**config.mk**
```make
export PLATFORM = sky130hd
export DESIGN_NAME = icache_tag_req_arb
export DESIGN_NICKNAME = d
export VERILOG_FILES = /design/src/rtl/toy_pack.sv /design/src/rtl/icache_req_skid_buf.sv /design/src/rtl/icache_tag_req_arb.sv
export SDC_FILE = /design/constraint.sdc
export NUM_CORES = 1
export LEC_CHECK = 0
export ABC_AREA = 1
export CAP_MARGIN = 20
export CORE_MARGIN = 4
export CORE_UTILIZATION = 49
export DETAILED_ROUTE_END_ITERATION = 10
export GPL_TIMING_DRIVEN = 0
export PLACE_DENSITY = 0.82
export SLEW_MARGIN = 20
export SYNTH_ARGS = -nofsm -noshare
export SYNTH_HDL_FRONTEND = slang
export SYNTH_HIERARCHICAL = 1
export SYNTH_SLANG_ARGS = --single-unit
```
**constraint.sdc**
```tcl
create_clock -name clk -period 3 [get_ports clk]
set_input_delay 0.45 -clock clk [delete_from_list [all_inputs] [get_ports clk]]
set_output_delay 0.45 -clock clk [all_outputs]
set_load 0.1 [all_outputs]
```
**src/rtl/toy_pack.sv**
```systemverilog
// Shared icache request types, opcodes and arbiter source indices.
package toy_pack;

    localparam int PF_STARVE_LIMIT_DEFAULT = 8;

    typedef logic [1:0] opcode_t;

    localparam opcode_t UPSTREAM_OPCODE   = 2'd1;
    localparam opcode_t PREFETCH_OPCODE   = 2'd2;
    localparam opcode_t DOWNSTREAM_OPCODE = 2'd3;

    typedef struct packed {
        logic [19:0] tag;
        logic [5:0]  index;
        logic [5:0]  offset;
    } pc_addr_t;

    typedef struct packed {
        opcode_t     opcode;
        pc_addr_t    addr;
        logic [7:0]  txn_id;
    } pc_req_t;

    typedef enum logic [1:0] {
        SRC_PF    = 2'd0,
        SRC_FETCH = 2'd1,
        SRC_SNP   = 2'd2
    } src_idx_e;

    // Cache-line identity: offset bits are ignored.
    function automatic logic [25:0] line_of(input pc_addr_t a);
        return {a.tag, a.index};
    endfunction

endpackage

```
**src/rtl/icache_req_skid_buf.sv**
```systemverilog
// One-entry vld/rdy holding buffer that stamps its source opcode on enqueue.
module icache_req_skid_buf
    import toy_pack::*;
#(
    parameter opcode_t STAMP_OPCODE = UPSTREAM_OPCODE
) (
    input  logic    clk,
    input  logic    rst,
    input  logic    i_vld,
    output logic    o_rdy,
    input  pc_req_t i_pld,
    input  logic    i_flush,
    input  logic    i_drop,
    input  logic    i_deq,
    output logic    o_vld,
    output pc_req_t o_pld
);

    logic    r_vld;
    pc_req_t r_pld;
    logic    w_enq;
    pc_req_t w_stamped;

    // Accepting while being dequeued keeps full throughput; dropped or flushed
    // requests still handshake but never land in the buffer.
    assign o_rdy = !rst && (!r_vld || i_deq);
    assign w_enq = i_vld && o_rdy && !i_drop && !i_flush;

    always_comb begin
        w_stamped        = i_pld;
        w_stamped.opcode = STAMP_OPCODE;
    end

    always_ff @(posedge clk or posedge rst) begin
        if (rst) begin
            r_vld <= 1'b0;
            r_pld <= '0;
        end else if (w_enq) begin
            r_vld <= 1'b1;
            r_pld <= w_stamped;
        end else if (i_deq || i_flush) begin
            r_vld <= 1'b0;
        end
    end

    assign o_vld = r_vld;
    assign o_pld = r_pld;

endmodule

```
**src/rtl/icache_tag_req_arb.sv**
```systemverilog
// Snoop/fetch/prefetch arbiter for the icache tag controller with prefetch aging.
// Optional ICACHE_PF_DEDUP_EN drops prefetches that hit a pending or recent fetch line.
module icache_tag_req_arb
    import toy_pack::*;
#(
    parameter int PF_STARVE_LIMIT = PF_STARVE_LIMIT_DEFAULT,
    parameter int AGE_W           = $clog2(PF_STARVE_LIMIT + 1)
) (
    input  logic    clk,
    input  logic    rst,
    input  logic    fetch_req_vld,
    output logic    fetch_req_rdy,
    input  pc_req_t fetch_req_pld,
    input  logic    pf_req_vld,
    output logic    pf_req_rdy,
    input  pc_req_t pf_req_pld,
    input  logic    snp_req_vld,
    output logic    snp_req_rdy,
    input  pc_req_t snp_req_pld,
    input  logic    flush,
    output logic    tag_req_vld,
    input  logic    tagram_req_rdy,
    output pc_req_t tag_req_pld,
    output logic [2:0] grant_src
);

    logic [2:0]       w_vld;
    logic [2:0]       w_sel;
    pc_req_t          w_pf_pld;
    pc_req_t          w_fetch_pld;
    pc_req_t          w_snp_pld;
    logic             w_pf_drop;
    logic             w_promote;
    logic [AGE_W-1:0] r_age;

    icache_req_skid_buf #(.STAMP_OPCODE(PREFETCH_OPCODE)) u_pf_buf (
        .clk(clk), .rst(rst),
        .i_vld(pf_req_vld), .o_rdy(pf_req_rdy), .i_pld(pf_req_pld),
        .i_flush(flush), .i_drop(w_pf_drop), .i_deq(grant_src[SRC_PF]),
        .o_vld(w_vld[SRC_PF]), .o_pld(w_pf_pld)
    );

    icache_req_skid_buf #(.STAMP_OPCODE(UPSTREAM_OPCODE)) u_fetch_buf (
        .clk(clk), .rst(rst),
        .i_vld(fetch_req_vld), .o_rdy(fetch_req_rdy), .i_pld(fetch_req_pld),
        .i_flush(flush), .i_drop(1'b0), .i_deq(grant_src[SRC_FETCH]),
        .o_vld(w_vld[SRC_FETCH]), .o_pld(w_fetch_pld)
    );

    icache_req_skid_buf #(.STAMP_OPCODE(DOWNSTREAM_OPCODE)) u_snp_buf (
        .clk(clk), .rst(rst),
        .i_vld(snp_req_vld), .o_rdy(snp_req_rdy), .i_pld(snp_req_pld),
        .i_flush(1'b0), .i_drop(1'b0), .i_deq(grant_src[SRC_SNP]),
        .o_vld(w_vld[SRC_SNP]), .o_pld(w_snp_pld)
    );

`ifdef ICACHE_PF_DEDUP_EN
    logic        r_last_vld;
    logic [25:0] r_last_line;

    always_ff @(posedge clk or posedge rst) begin
        if (rst) begin
            r_last_vld  <= 1'b0;
            r_last_line <= '0;
        end else if (flush) begin
            r_last_vld  <= 1'b0;
        end else if (grant_src[SRC_FETCH]) begin
            r_last_vld  <= 1'b1;
            r_last_line <= line_of(w_fetch_pld.addr);
        end
    end

    assign w_pf_drop = (w_vld[SRC_FETCH] && (line_of(pf_req_pld.addr) == line_of(w_fetch_pld.addr)))
                    || (r_last_vld && (line_of(pf_req_pld.addr) == r_last_line));
`else
    assign w_pf_drop = 1'b0;
`endif

    assign w_promote = (r_age == AGE_W'(PF_STARVE_LIMIT));

    // A promoted prefetch wins exactly one grant; the age then clears.
    always_comb begin
        w_sel = '0;
        if (w_promote && w_vld[SRC_PF]) begin
            w_sel[SRC_PF] = 1'b1;
        end else if (w_vld[SRC_SNP]) begin
            w_sel[SRC_SNP] = 1'b1;
        end else if (w_vld[SRC_FETCH]) begin
            w_sel[SRC_FETCH] = 1'b1;
        end else if (w_vld[SRC_PF]) begin
            w_sel[SRC_PF] = 1'b1;
        end
    end

    always_comb begin
        tag_req_pld = '0;
        if (w_sel[SRC_SNP]) begin
            tag_req_pld = w_snp_pld;
        end else if (w_sel[SRC_FETCH]) begin
            tag_req_pld = w_fetch_pld;
        end else if (w_sel[SRC_PF]) begin
            tag_req_pld = w_pf_pld;
        end
    end

    assign tag_req_vld = |w_vld;
    assign grant_src   = tagram_req_rdy ? w_sel : 3'b000;

    always_ff @(posedge clk or posedge rst) begin
        if (rst) begin
            r_age <= '0;
        end else if (flush || !w_vld[SRC_PF] || grant_src[SRC_PF]) begin
            r_age <= '0;
        end else if (tagram_req_rdy && !w_promote) begin
            r_age <= r_age + 1'b1;
        end
    end

endmodule

```
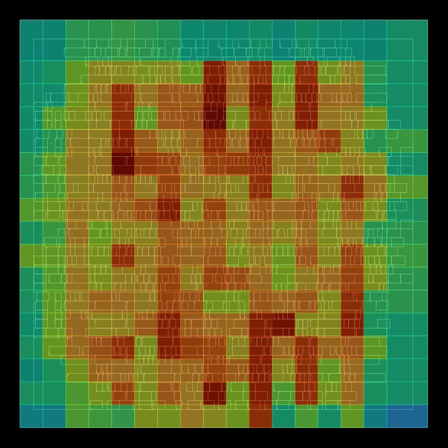
(images/congestion_map.png)
total routing usage reported by global routing: 28.8%
global-route track usage on met3: 6.22%
fraction of met1 tracks used by global routing: 39.3%
post-DR wirelength/cell: 17.8 um

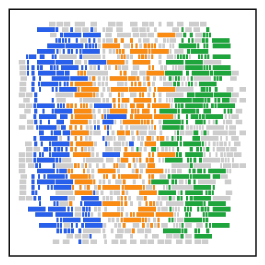
(images/blocks.png)
Scale: 2 px per um. Other cells in grey.
Key: u_fetch_buf = orange [cells 190]; u_snp_buf = blue [cells 192, where a column on the left]; u_pf_buf = green [cells 189, where a column on the right]
Another 447 cells are not coloured.

==> flow_results.xml <==
<?xml version="1.0" encoding="UTF-8"?>
<metrics>
  <group name="worst_setup_path">
    <metric name="critPathCaptureType" unit="">output pin</metric>
    <metric name="cells_traversed_along_the_worst_timing_path" unit="">inv_1 -&gt; ha_1 -&gt; nand4_4 -&gt; buf_1 -&gt; nand3_1 -&gt; nand3_1 -&gt; buf_2</metric>
    <metric name="cp_num_buf_inv" unit="">3</metric>
    <metric name="delay_of_the_slowest_critical_path_stage" unit="ps">450</metric>
    <metric name="crit_path_end" unit="">tag_req_pld[28]</metric>
    <metric name="critPathMaxFanout" unit="">10</metric>
    <metric name="worstSetupStartpointType" unit="">register</metric>
  </group>
  <group name="pwr">
    <metric name="pg_clk" unit="mW">2.03</metric>
    <metric name="maximum_ir_drop_on_the_vdd_rail" unit="uV">354</metric>
    <metric name="power.leakage" unit="nW">4.59</metric>
    <metric name="power.internal" unit="mW">3.81</metric>
  </group>
  <group name="hold_path">
    <metric name="min_from" unit="">u_fetch_buf/o_pld[32]$_DFFE_PP0P_</metric>
    <metric name="hold_path_class" unit="">register to register</metric>
  </group>
  <group name="timing">
    <metric name="period_needed" unit="ps">2890</metric>
    <metric name="skew" unit="ps">8.41</metric>
    <metric name="finalMaxSlewViolations" unit="">0</metric>
  </group>
  <group name="yosys">
    <metric name="yosysTopAreaCell" unit="">dfrtp_1</metric>
    <metric name="post_synth_most_frequent_cells" unit="">305 x nand2_1, 251 x nand3_1, 130 x dfrtp_1, 23 x inv_1, 19 x buf_4</metric>
    <metric name="mux_area_share" unit="%">0</metric>
  </group>
  <group name="clocking">
    <metric name="tritoncts_num_sinks" unit="">130</metric>
    <metric name="cts_inserted_buffers" unit="">17</metric>
    <metric name="cts_root_buffer" unit="">clkbuf_16</metric>
    <metric name="cts_h_tree_depth" unit="">4</metric>
  </group>
  <group name="global_route">
    <metric name="grt_overflow_total" unit="">0</metric>
    <metric name="grt_antenna_before_repair" unit="">0</metric>
  </group>
  <group name="routing">
    <metric name="detail_route.first_pass.iterations" unit="">5</metric>
    <metric name="routed-via-count" unit="">6430</metric>
    <metric name="detail-route-antenna-nets" unit="">0</metric>
  </group>
  <group name="status">
    <metric name="run_status" unit="">completed</metric>
  </group>
  <group name="floorplanning">
    <metric name="die_x" unit="um">123</metric>
  </group>
  <group name="placement">
    <metric name="gpl.final_weighted_congestion" unit="">0.912</metric>
  </group>
  <group name="final_layout">
    <metric name="fraction_of_layout_instances_using_a_drive_strength_above_1" unit="%">15.3</metric>
    <metric name="clockBufferCount" unit="">25</metric>
    <metric name="final_standard_cell_area_without_fillers" unit="um2">9040</metric>
  </group>
</metrics>
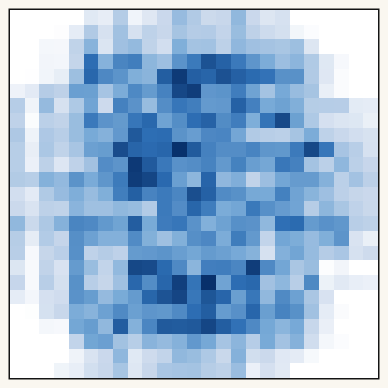
(images/route_heat.png)
Scale: 3 px per um. The die is cut into 25 by 25 equal tiles; white is low, dark blue is high, scaled to the fullest tile. Values are wire area over tile area, all layers added.
The densest ninth of the die: middle. 38% of the tiles are over half the peak. The mean over all tiles is 0.23. The fullest tile reaches 0.59. 12% of the tiles are nearly empty.

Power is estimated from default activity; no workload was simulated.
